Figure 1. Cells colored by class.
(3 px per µm) Fill, decap, tap and diode cells in gray.
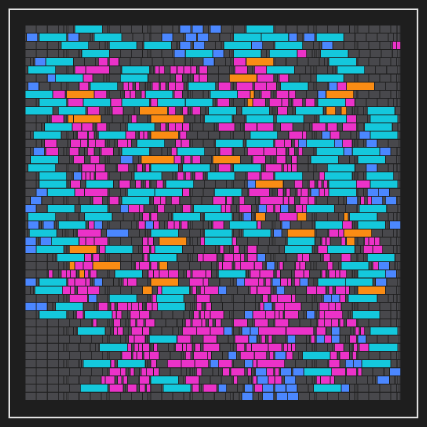
Figure 2. Clock nets.
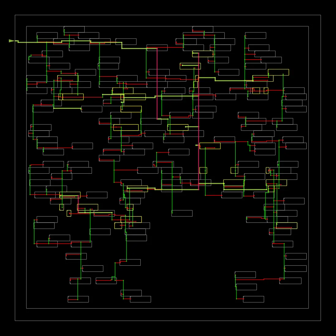
Figure 3. Routed clock nets over the placement.
(4 px per µm)
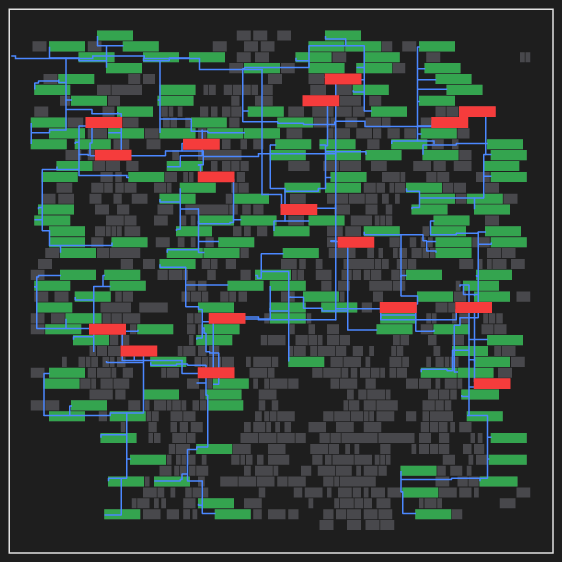
===== src/rtl/stage_mon_pkg.sv =====
// Shared encodings for the stage progress monitor: channel states, event kinds
// and the default start/pass stage codes.
package stage_mon_pkg;

    typedef enum logic [2:0] {
        ST_IDLE    = 3'd0,
        ST_RUN     = 3'd1,
        ST_PASS    = 3'd2,
        ST_FAIL    = 3'd3,
        ST_TIMEOUT = 3'd4
    } state_e;

    typedef enum logic [1:0] {
        EVT_STAGE   = 2'd0,
        EVT_PASS    = 2'd1,
        EVT_FAIL    = 2'd2,
        EVT_TIMEOUT = 2'd3
    } evt_kind_e;

    localparam logic [7:0] DEF_START_CODE = 8'hFF;
    localparam logic [7:0] DEF_PASS_CODE  = 8'hFE;

endpackage


===== src/rtl/stage_mon_channel.sv =====
// One monitored channel: input synchronizer, stability filter, progress FSM,
// timeout counter and single-entry event slot. STAGE_ORDER_CHECK_EN adds stage sequencing.
module stage_mon_channel
    import stage_mon_pkg::*;
#(
    parameter int                 STAGE_W    = 8,
    parameter int                 TMO_W      = 16,
    parameter logic [STAGE_W-1:0] START_CODE = DEF_START_CODE,
    parameter logic [STAGE_W-1:0] PASS_CODE  = DEF_PASS_CODE
) (
    input  logic               i_clk,
    input  logic               i_rst_n,
    input  logic [STAGE_W-1:0] i_stage,
    input  logic               i_error,
    input  logic [TMO_W-1:0]   i_tmo_limit,
    input  logic               i_tick,
    input  logic               i_clear,
    input  logic               i_pop,
    output logic [2:0]         o_status,
    output logic               o_pend,
    output logic [1:0]         o_pend_kind,
    output logic [STAGE_W-1:0] o_pend_stage,
    output logic               o_ovf
);

    logic [STAGE_W-1:0] r_stage_p0, r_stage_p1, r_stage_p2, r_acc;
    logic               r_err_p0, r_err_p1;
    state_e             r_state, w_next;
    logic [TMO_W-1:0]   r_tmo;
    logic               r_pend;
    evt_kind_e          r_pkind, w_evt_kind;
    logic [STAGE_W-1:0] r_pstage, w_evt_stage;
    logic               w_stable, w_chg, w_tmo_hit, w_evt, w_tmo_rst;

    // p0/p1: two-flop synchronizer; p2: previous synchronized sample for the filter
    always_ff @(posedge i_clk or negedge i_rst_n) begin
        if (!i_rst_n) begin
            r_stage_p0 <= '0;
            r_stage_p1 <= '0;
            r_stage_p2 <= '0;
            r_err_p0   <= 1'b0;
            r_err_p1   <= 1'b0;
            r_acc      <= '0;
        end else begin
            r_stage_p0 <= i_stage;
            r_stage_p1 <= r_stage_p0;
            r_stage_p2 <= r_stage_p1;
            r_err_p0   <= i_error;
            r_err_p1   <= r_err_p0;
            if (w_stable) r_acc <= r_stage_p1;
        end
    end

    assign w_stable  = (r_stage_p1 == r_stage_p2);
    assign w_chg     = w_stable && (r_stage_p1 != r_acc);
    assign w_tmo_hit = (i_tmo_limit != '0) && (r_tmo >= i_tmo_limit);

    always_ff @(posedge i_clk or negedge i_rst_n) begin
        if (!i_rst_n) r_state <= ST_IDLE;
        else          r_state <= w_next;
    end

    // Priority: clear, then error, then stage change, then timeout
    always_comb begin
        w_next      = r_state;
        w_evt       = 1'b0;
        w_evt_kind  = EVT_STAGE;
        w_evt_stage = r_stage_p1;
        w_tmo_rst   = 1'b0;
        if (i_clear) begin
            w_next = ST_IDLE;
        end else begin
            case (r_state)
                ST_IDLE: begin
                    if (w_chg && (r_stage_p1 == START_CODE)) begin
                        w_next    = ST_RUN;
                        w_evt     = 1'b1;
                        w_tmo_rst = 1'b1;
                    end
                end
                ST_RUN: begin
                    if (r_err_p1) begin
                        w_next      = ST_FAIL;
                        w_evt       = 1'b1;
                        w_evt_kind  = EVT_FAIL;
                        w_evt_stage = r_acc;
                    end else if (w_chg) begin
                        w_evt = 1'b1;
                        if (r_stage_p1 == PASS_CODE) begin
                            w_next     = ST_PASS;
                            w_evt_kind = EVT_PASS;
`ifdef STAGE_ORDER_CHECK_EN
                        end else if (r_stage_p1 != r_acc + 1'b1) begin
                            w_next     = ST_FAIL;
                            w_evt_kind = EVT_FAIL;
`endif
                        end else begin
                            w_tmo_rst = 1'b1;
                        end
                    end else if (w_tmo_hit) begin
                        w_next      = ST_TIMEOUT;
                        w_evt       = 1'b1;
                        w_evt_kind  = EVT_TIMEOUT;
                        w_evt_stage = r_acc;
                    end
                end
                default: ;
            endcase
        end
    end

    // Counter only runs in RUN and saturates at all-ones
    always_ff @(posedge i_clk or negedge i_rst_n) begin
        if (!i_rst_n) begin
            r_tmo <= '0;
        end else if (w_tmo_rst || (r_state != ST_RUN)) begin
            r_tmo <= '0;
        end else if (i_tick && (r_tmo != {TMO_W{1'b1}})) begin
            r_tmo <= r_tmo + 1'b1;
        end
    end

    always_ff @(posedge i_clk or negedge i_rst_n) begin
        if (!i_rst_n) begin
            r_pend   <= 1'b0;
            r_pkind  <= EVT_STAGE;
            r_pstage <= '0;
        end else if (i_clear) begin
            r_pend <= 1'b0;
        end else if (w_evt) begin
            r_pend   <= 1'b1;
            r_pkind  <= w_evt_kind;
            r_pstage <= w_evt_stage;
        end else if (i_pop) begin
            r_pend <= 1'b0;
        end
    end

    assign o_ovf        = w_evt && r_pend && !i_pop;
    assign o_status     = r_state;
    assign o_pend       = r_pend;
    assign o_pend_kind  = r_pkind;
    assign o_pend_stage = r_pstage;

endmodule


===== src/rtl/stage_progress_monitor.sv =====
// Multi-channel stage progress monitor: per-channel trackers, shared timeout prescaler,
// lowest-index event arbiter and valid/ready output register. Optional macro: STAGE_ORDER_CHECK_EN.
module stage_progress_monitor
    import stage_mon_pkg::*;
#(
    parameter int                 STAGE_W    = 8,
    parameter int                 CHANNELS   = 2,
    parameter int                 TMO_W      = 16,
    parameter int                 PRESC_W    = 8,
    parameter logic [STAGE_W-1:0] START_CODE = DEF_START_CODE,
    parameter logic [STAGE_W-1:0] PASS_CODE  = DEF_PASS_CODE
) (
    input  logic                        wb_clk_i,
    input  logic                        rst_n,
    input  logic [CHANNELS*STAGE_W-1:0] stage_i,
    input  logic [CHANNELS-1:0]         error_i,
    input  logic [TMO_W-1:0]            tmo_limit_i,
    input  logic [CHANNELS-1:0]         clear_i,
    output logic [CHANNELS*3-1:0]       status_o,
    output logic                        evt_valid_o,
    input  logic                        evt_ready_i,
    output logic [2:0]                  evt_chan_o,
    output logic [1:0]                  evt_kind_o,
    output logic [STAGE_W-1:0]          evt_stage_o,
    output logic                        overflow_o
);

    logic [PRESC_W-1:0]  r_presc;
    logic                w_tick;
    logic [CHANNELS-1:0] w_pend, w_pop, w_ovf;
    logic [1:0]          w_pkind  [CHANNELS];
    logic [STAGE_W-1:0]  w_pstage [CHANNELS];
    logic                w_any, w_load;
    logic [2:0]          w_sel;
    logic [1:0]          w_sel_kind;
    logic [STAGE_W-1:0]  w_sel_stage;
    logic                r_valid, r_ovf;
    logic [2:0]          r_chan;
    logic [1:0]          r_kind;
    logic [STAGE_W-1:0]  r_stage;

    always_ff @(posedge wb_clk_i or negedge rst_n) begin
        if (!rst_n) r_presc <= '0;
        else        r_presc <= r_presc + 1'b1;
    end

    assign w_tick = &r_presc;

    for (genvar g = 0; g < CHANNELS; g++) begin : g_ch
        stage_mon_channel #(
            .STAGE_W    (STAGE_W),
            .TMO_W      (TMO_W),
            .START_CODE (START_CODE),
            .PASS_CODE  (PASS_CODE)
        ) u_ch (
            .i_clk        (wb_clk_i),
            .i_rst_n      (rst_n),
            .i_stage      (stage_i[g*STAGE_W +: STAGE_W]),
            .i_error      (error_i[g]),
            .i_tmo_limit  (tmo_limit_i),
            .i_tick       (w_tick),
            .i_clear      (clear_i[g]),
            .i_pop        (w_pop[g]),
            .o_status     (status_o[g*3 +: 3]),
            .o_pend       (w_pend[g]),
            .o_pend_kind  (w_pkind[g]),
            .o_pend_stage (w_pstage[g]),
            .o_ovf        (w_ovf[g])
        );
    end

    assign w_load = !r_valid || evt_ready_i;

    // Descending scan so the lowest pending index is the one left selected
    always_comb begin
        w_any       = 1'b0;
        w_sel       = '0;
        w_sel_kind  = '0;
        w_sel_stage = '0;
        w_pop       = '0;
        for (int c = CHANNELS - 1; c >= 0; c--) begin
            if (w_pend[c]) begin
                w_any       = 1'b1;
                w_sel       = 3'(c);
                w_sel_kind  = w_pkind[c];
                w_sel_stage = w_pstage[c];
            end
        end
        for (int c = 0; c < CHANNELS; c++) begin
            w_pop[c] = w_load && w_any && (w_sel == 3'(c));
        end
    end

    always_ff @(posedge wb_clk_i or negedge rst_n) begin
        if (!rst_n) begin
            r_valid <= 1'b0;
            r_chan  <= '0;
            r_kind  <= '0;
            r_stage <= '0;
            r_ovf   <= 1'b0;
        end else begin
            if (w_load) begin
                r_valid <= w_any;
                if (w_any) begin
                    r_chan  <= w_sel;
                    r_kind  <= w_sel_kind;
                    r_stage <= w_sel_stage;
                end
            end
            if (|w_ovf) r_ovf <= 1'b1;
        end
    end

    assign evt_valid_o = r_valid;
    assign evt_chan_o  = r_chan;
    assign evt_kind_o  = r_kind;
    assign evt_stage_o = r_stage;
    assign overflow_o  = r_ovf;

endmodule


===== config.mk =====
export PLATFORM = sky130hd
export DESIGN_NAME = stage_progress_monitor
export DESIGN_NICKNAME = d
export VERILOG_FILES = /design/src/rtl/stage_mon_pkg.sv /design/src/rtl/stage_mon_channel.sv /design/src/rtl/stage_progress_monitor.sv
export SDC_FILE = /design/constraint.sdc
export NUM_CORES = 1
export LEC_CHECK = 0
export CORE_MARGIN = 5
export CORE_UTILIZATION = 45
export DETAILED_ROUTE_END_ITERATION = 12
export PLACE_DENSITY_LB_ADDON = 0.08
export SKIP_CTS_REPAIR_TIMING = 1
export SLEW_MARGIN = 20
export SYNTH_ARGS = -nofsm -noshare
export SYNTH_HDL_FRONTEND = slang
export SYNTH_SLANG_ARGS = --single-unit

===== constraint.sdc =====
create_clock -name wb_clk_i -period 2.75 [get_ports wb_clk_i]
set_input_delay 0.275 -clock wb_clk_i [delete_from_list [all_inputs] [get_ports wb_clk_i]]
set_output_delay 0.275 -clock wb_clk_i [all_outputs]
set_load 0.01 [all_outputs]

==> results.yml <==
# synthesis and place-and-route metrics
die:
  initCoreUtil_pct: 45.32
  tapCellCount: 216
  boundaryPins: 60
  die_w_um: 135.6
cells_and_area:
  nMultiInputCombCells: 436
  drive_gt1_share_pct: 18.77
  nets: 812
  nFillCells: 1319
  instances_no_fill: 967
  largest_reg_flops: 32
  lay_top_count: "dfrtp_1"
  fin_util_pct: 57.32
setup_path:
  crit_path_end: "g_ch[0].u_ch.o_pend_stage[0]"
  cp.arrival_ns: 2.96
  critical_path_peak_fanout: 4
  crit_path_top_delay_cell: "a311o_2"
  critPathBufInv: 1
  reg2regPathDepth: 9
sta:
  report.final.setup_viol: 0
  final_max_slew_viol_count: 0
  fmax_ghz: 0.3754
  holdWs_ns: 0.2912
power:
  power.density_mw_per_mm2: 544.7
  p_seq_share_pct: 47.7
  combPwrFrac_pct: 6.6
routing:
  wl_met3_um: 580
  drtAntennaViolNets: 0
clock_network:
  cts_tree: "yes"
  clockBufferDepth: 2
synthesis:
  syn_avg_cell_area_um2: 11.41
  logic_family: "simple AND/OR/NAND/NOR gates"
  edf_count: 0
  yosysCellCount: 622
grt:
  antenna_found_initial: 0
run_status:
  status: "finished clean"
Back to the opening pictures, Figure 1:
clock drivers and dummy loads: marked orange, cells 32, share of their area 6.5%. other buffers and delay cells: marked blue, cells 110, share of their area 11%. all other logic: marked magenta, cells 460, share of their area 39%. flip-flops: marked cyan, cells 149, share of their area 43%.

Back to the opening pictures, Figure 2:
sequential cell count: 149
Skew-Pair Late Insertion Delay: 0.42 ns
clk_skew: 0.01021 ns
clock sinks: 149
Num CTS Buffers: 17

Back to the opening pictures, Figure 3:
cells driving clock nets: marked red, count 17. clock wires: marked blue, length 1,850 µm. flip-flops: marked green, count 149.
Position of the flops: all over the die.

No activity file was given, so power comes from the tool's default toggle rates.
